<file path="config.mk">
export PLATFORM = sky130hd
export DESIGN_NAME = digit_serial_mult
export DESIGN_NICKNAME = d
export VERILOG_FILES = /design/src/rtl/mult_pkg.sv /design/src/rtl/digit_mult.sv /design/src/rtl/digit_serial_mult.sv
export SDC_FILE = /design/constraint.sdc
export NUM_CORES = 1
export LEC_CHECK = 0
export CAP_MARGIN = 20
export CORE_ASPECT_RATIO = 2
export CORE_MARGIN = 1
export CORE_UTILIZATION = 55
export DETAILED_ROUTE_END_ITERATION = 7
export PLACE_DENSITY = 0.89
export RECOVER_POWER = 25
export SLEW_MARGIN = 20
export SYNTH_ARGS = -nofsm -noshare
export SYNTH_HDL_FRONTEND = slang
export SYNTH_SLANG_ARGS = --single-unit
export TNS_END_PERCENT = 20
</file>
<file path="constraint.sdc">
create_clock -name clk -period 5.2 [get_ports clk]
set_input_delay 0.78 -clock clk [delete_from_list [all_inputs] [get_ports clk]]
set_output_delay 0.78 -clock clk [all_outputs]
set_load 0.03 [all_outputs]
</file>
<file path="src/rtl/mult_pkg.sv">
// Shared FSM state type and default operand geometry for the digit-serial multiplier.
package mult_pkg;
    localparam int DEF_WIDTH = 8;
    localparam int DEF_DIGIT = 2;

    typedef enum logic [1:0] {
        IDLE = 2'd0,
        RUN  = 2'd1,
        DONE = 2'd2
    } state_t;
endpackage

</file>
<file path="src/rtl/digit_mult.sv">
// Combinational DIGIT x DIGIT unsigned multiplier producing a 2*DIGIT-bit result.
import mult_pkg::*;

module digit_mult #(
    parameter int DIGIT = DEF_DIGIT
) (
    input  logic [DIGIT-1:0]   x,
    input  logic [DIGIT-1:0]   y,
    output logic [2*DIGIT-1:0] p
);
    localparam int PW = 2 * DIGIT;

    assign p = PW'(x) * PW'(y);
endmodule

</file>
<file path="src/rtl/digit_serial_mult.sv">
// Digit-serial unsigned multiplier: one DIGITxDIGIT partial product per cycle over M*M cycles.
// Define MULT_MAC_EN to add the acc_en port, which keeps the previous product as accumulator.
import mult_pkg::*;

module digit_serial_mult #(
    parameter int WIDTH = DEF_WIDTH,
    parameter int DIGIT = DEF_DIGIT
) (
    input  logic               clk,
    input  logic               rst_n,
    input  logic               start,
    input  logic [WIDTH-1:0]   a,
    input  logic [WIDTH-1:0]   b,
`ifdef MULT_MAC_EN
    input  logic               acc_en,
`endif
    output logic               busy,
    output logic               done,
    output logic [2*WIDTH-1:0] product
);
    localparam int M     = WIDTH / DIGIT;
    localparam int IDX_W = (M > 1) ? $clog2(M) : 1;
    localparam int PW    = 2 * WIDTH;
    localparam logic [IDX_W-1:0] LAST = IDX_W'(M - 1);

    state_t            state_q, state_d;
    logic [WIDTH-1:0]  a_q, a_d, b_q, b_d;
    logic [IDX_W-1:0]  i_q, i_d, j_q, j_d;
    logic [PW-1:0]     prod_q, prod_d;
    logic              busy_q, busy_d, done_q, done_d;

    logic [DIGIT-1:0]   a_dig, b_dig;
    logic [2*DIGIT-1:0] pp;
    logic [PW-1:0]      pp_shift;

    assign a_dig = a_q[DIGIT*i_q +: DIGIT];
    assign b_dig = b_q[DIGIT*j_q +: DIGIT];

    digit_mult #(.DIGIT(DIGIT)) u_digit_mult (
        .x (a_dig),
        .y (b_dig),
        .p (pp)
    );

    // Digit weights add: a digit i times b digit j lands at DIGIT*(i+j).
    assign pp_shift = PW'(pp) << (DIGIT * (int'(i_q) + int'(j_q)));

    always_comb begin
        state_d = state_q;
        a_d     = a_q;
        b_d     = b_q;
        i_d     = i_q;
        j_d     = j_q;
        prod_d  = prod_q;
        case (state_q)
            IDLE: begin
                if (start) begin
                    state_d = RUN;
                    a_d     = a;
                    b_d     = b;
                    i_d     = '0;
                    j_d     = '0;
`ifdef MULT_MAC_EN
                    prod_d  = acc_en ? prod_q : '0;
`else
                    prod_d  = '0;
`endif
                end
            end
            RUN: begin
                prod_d = prod_q + pp_shift;
                if (j_q == LAST) begin
                    j_d = '0;
                    if (i_q == LAST) begin
                        i_d     = '0;
                        state_d = DONE;
                    end else begin
                        i_d = i_q + 1'b1;
                    end
                end else begin
                    j_d = j_q + 1'b1;
                end
            end
            DONE:    state_d = IDLE;
            default: state_d = IDLE;
        endcase
        busy_d = (state_d != IDLE);
        done_d = (state_d == DONE);
    end

    always_ff @(posedge clk or negedge rst_n) begin
        if (!rst_n) begin
            state_q <= IDLE;
            a_q     <= '0;
            b_q     <= '0;
            i_q     <= '0;
            j_q     <= '0;
            prod_q  <= '0;
            busy_q  <= 1'b0;
            done_q  <= 1'b0;
        end else begin
            state_q <= state_d;
            a_q     <= a_d;
            b_q     <= b_d;
            i_q     <= i_d;
            j_q     <= j_d;
            prod_q  <= prod_d;
            busy_q  <= busy_d;
            done_q  <= done_d;
        end
    end

    assign busy    = busy_q;
    assign done    = done_q;
    assign product = prod_q;
endmodule
</file>
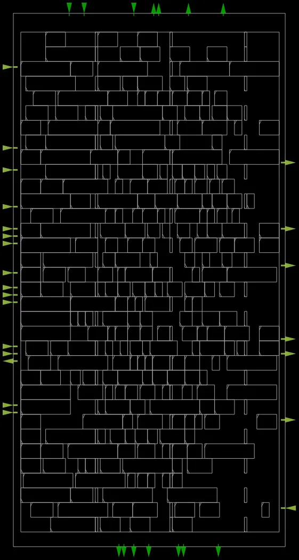
**Above:** cell outlines without signal wires.
total of fill cells in the finished design: 352
non-filler instance count after layout: 348

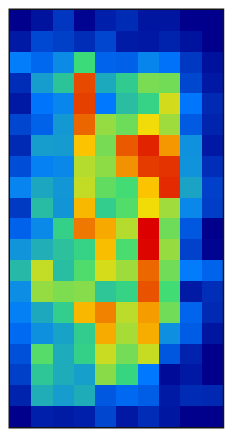
**Above:** signal metal coverage by tile.
The die is cut into 10 by 20 equal tiles; dark blue is low, red is high, scaled to the fullest tile. Values are wire area over tile area, all layers added.
6.0% of the tiles are nearly empty. The emptiest ninth of the die: south-east. 31% of the tiles are over half the peak. The mean over all tiles is 0.20. The densest ninth of the die: center. The fullest tile reaches 0.56.

==> run summary <==
run results: run status finished, violations left, failing checks capacitance limit, slew limit, cell total in the yosys stat output 254, post-CTS sizing 0, Root Buffer clkbuf_8, Final Max Tran Viols 41, synthesis-stage register bit count 40, Peak VDD IR 536 µV, Leakage between 0.001 and 0.0015 µW, Die Y-Extent 98.7 µm, DRC violations left 0, Hold Crit Class flop to flop, initial antenna violation count 0, DR WL/cell roughly 18 µm, Async S/R FF share, synth 100%, Vias/cell 6.32, Core Density at Floorplan between 50% and 60%, Top FF cell, synth dfrtp_1, HPWL Detailed 4.76 mm, Rel. slew slack -41.4%, WS Path Type flop to flop, Max Cap Viol 1, postcts setup bufs 0, row count 34, clk buf depth 2, critical-path maximum fanout 6, CTS tree built, Final setup viols 0, First-pass DRT Iterations 4
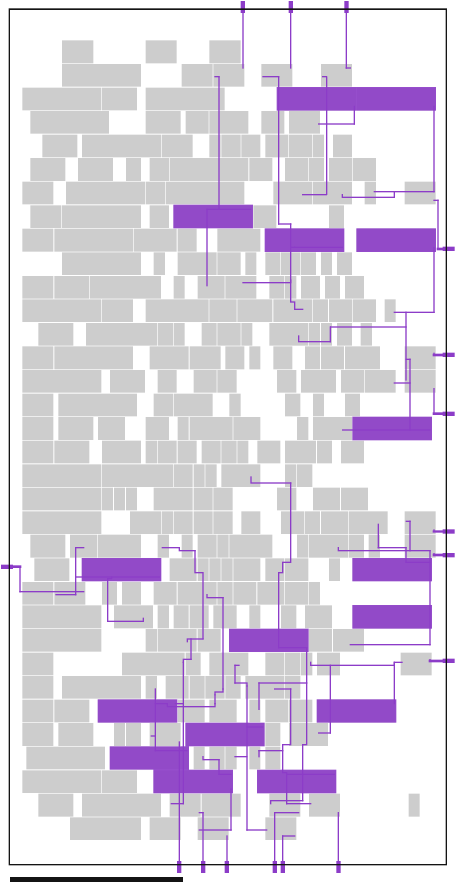
**Above:** I/O nets highlighted.
Scale bar: 20 µm.
Key: purple = product [direction output, edge 6 east, 6 south, 3 north, 1 west, end cells 16, buffers 16, wire 564 µm]

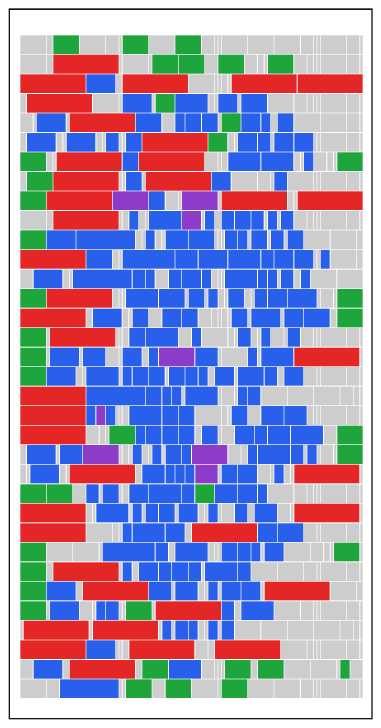
**Above:** placement by cell class.
Fill, decap, tap and diode cells in gray.
Key: green = other buffers and delay cells [cells 40, share of their area 13%]; purple = clock drivers and dummy loads [cells 8, share of their area 2.9%]; blue = all other logic [cells 206, share of their area 51%]; red = flip-flops [cells 40, share of their area 33%]

-- Yosys cell counts, types with 3 or more instances --
master,instances,area (µm²)
a32o_1,4,40.0
nor2_1,15,56.3
ha_1,20,250
nand2_1,23,86.3
mux4_2,4,90.1
o22ai_1,3,18.8
and3_1,4,25.0
or2_2,3,18.8
and2_1,5,31.3
inv_1,9,33.8
o31ai_1,3,22.5
xor2_1,5,43.8
a211oi_1,6,45.0
mux2_2,16,180
o211ai_1,4,30.0
a21oi_1,13,65.1
a31oi_1,5,31.3
nand2b_1,6,37.5
dfrtp_1,40,1000
a21o_1,3,22.5
clkbuf_1,8,30.0
o21ai_0,16,80.1
nor2b_1,6,37.5
-- kinds of logic (layout without fill, tap and decap cells) --
logic type / Yosys count / in the layout / synth area share [%]
buffers and inverters: 17 / 57 / 2.48
flip-flops: 40 / 40 / 38.9
multiplexers: 21 / 21 / 10.9
AND-OR/OR-AND: 71 / 71 / 18.7
adder cells (fa/ha/maj): 22 / 22 / 11.3
AND/OR/NAND/NOR: 76 / 76 / 15.3
XOR/XNOR: 7 / 7 / 2.39
-- metal layers --
metal / up-vias / wire length [µm] / global-route usage [%]
met5: - / 0 / 0
met1: 1074 / 2080 / 26.0
met4: 0 / 437 / 20.1
li1: 1019 / - / -
met3: 33 / 162 / 3.40
met2: 75 / 3530 / 51.9
-- path summary, 6_finish.rpt --
path	depth (start not counted)	slack, ns	to
hold / removal	1	0.51	a_q[5]
setup reg to reg	14	1.0	product[11]
min in group asynchronous	1	1.09	product[6]
hold reg to reg	1	0.51	a_q[5]
setup / recovery	14	1.0	product[11]
max in group asynchronous	1	2.89	done
-- final cells by class --
type	count	area, µm²	area share (%)
multi-input cells	197	1510	48.9
flip-flops and latches	40	1000	32.4
repair buffers	40	384	12.4
clock buffers	6	72.6	2.35
well taps	54	67.6	2.19
inverters	9	33.8	1.09
clock inverters	2	16.3	0.527
-- worst max-delay path, stage by stage (launching register included) --
cell	delay, ns
dfrtp_1	0.51
mux4_2	0.61
and2_1	0.18
ha_1	0.19
ha_1	0.30
nor2b_1	0.14
a31oi_1	0.31
nor2_1	0.08
ha_1	0.24
a211oi_1	0.26
o21ai_0	0.10
buf_4	0.16
a21boi_0	0.49
o21ai_0	0.20
a221o_1	0.32
-- sequential cells by signal (all words and copies together), names as in the netlist --
name	count
i_q	2
product	16
state_q	2
done	1
j_q	2
b_q	8
busy	1
a_q	8
-- power breakdown --
group          switching, µW  total (µW)  leakage (µW)  internal, µW
sequential               119         580      0.000492           461
combinational            759        1360      0.000806           601
clock                    113         209     0.0000414          95.5
-- through the flow --
step | std cells | power, µW | cell area, µm² | setup slack [ns] | hold slack, ns
floorplan | 254 | 1520 | 2570 | 1.49 | 0.475
global route | 348 | 2300 | 3090 | 0.712 | 0.542
global placement | 340 | 1870 | 3000 | 1.27 | 0.490
CTS | 348 | 2150 | 3090 | 1.04 | 0.509
detailed placement | 340 | 1920 | 3000 | 1.10 | 0.491
finish | 348 | 2150 | 3090 | 0.997 | 0.507
No activity file was given, so power comes from the tool's default toggle rates.
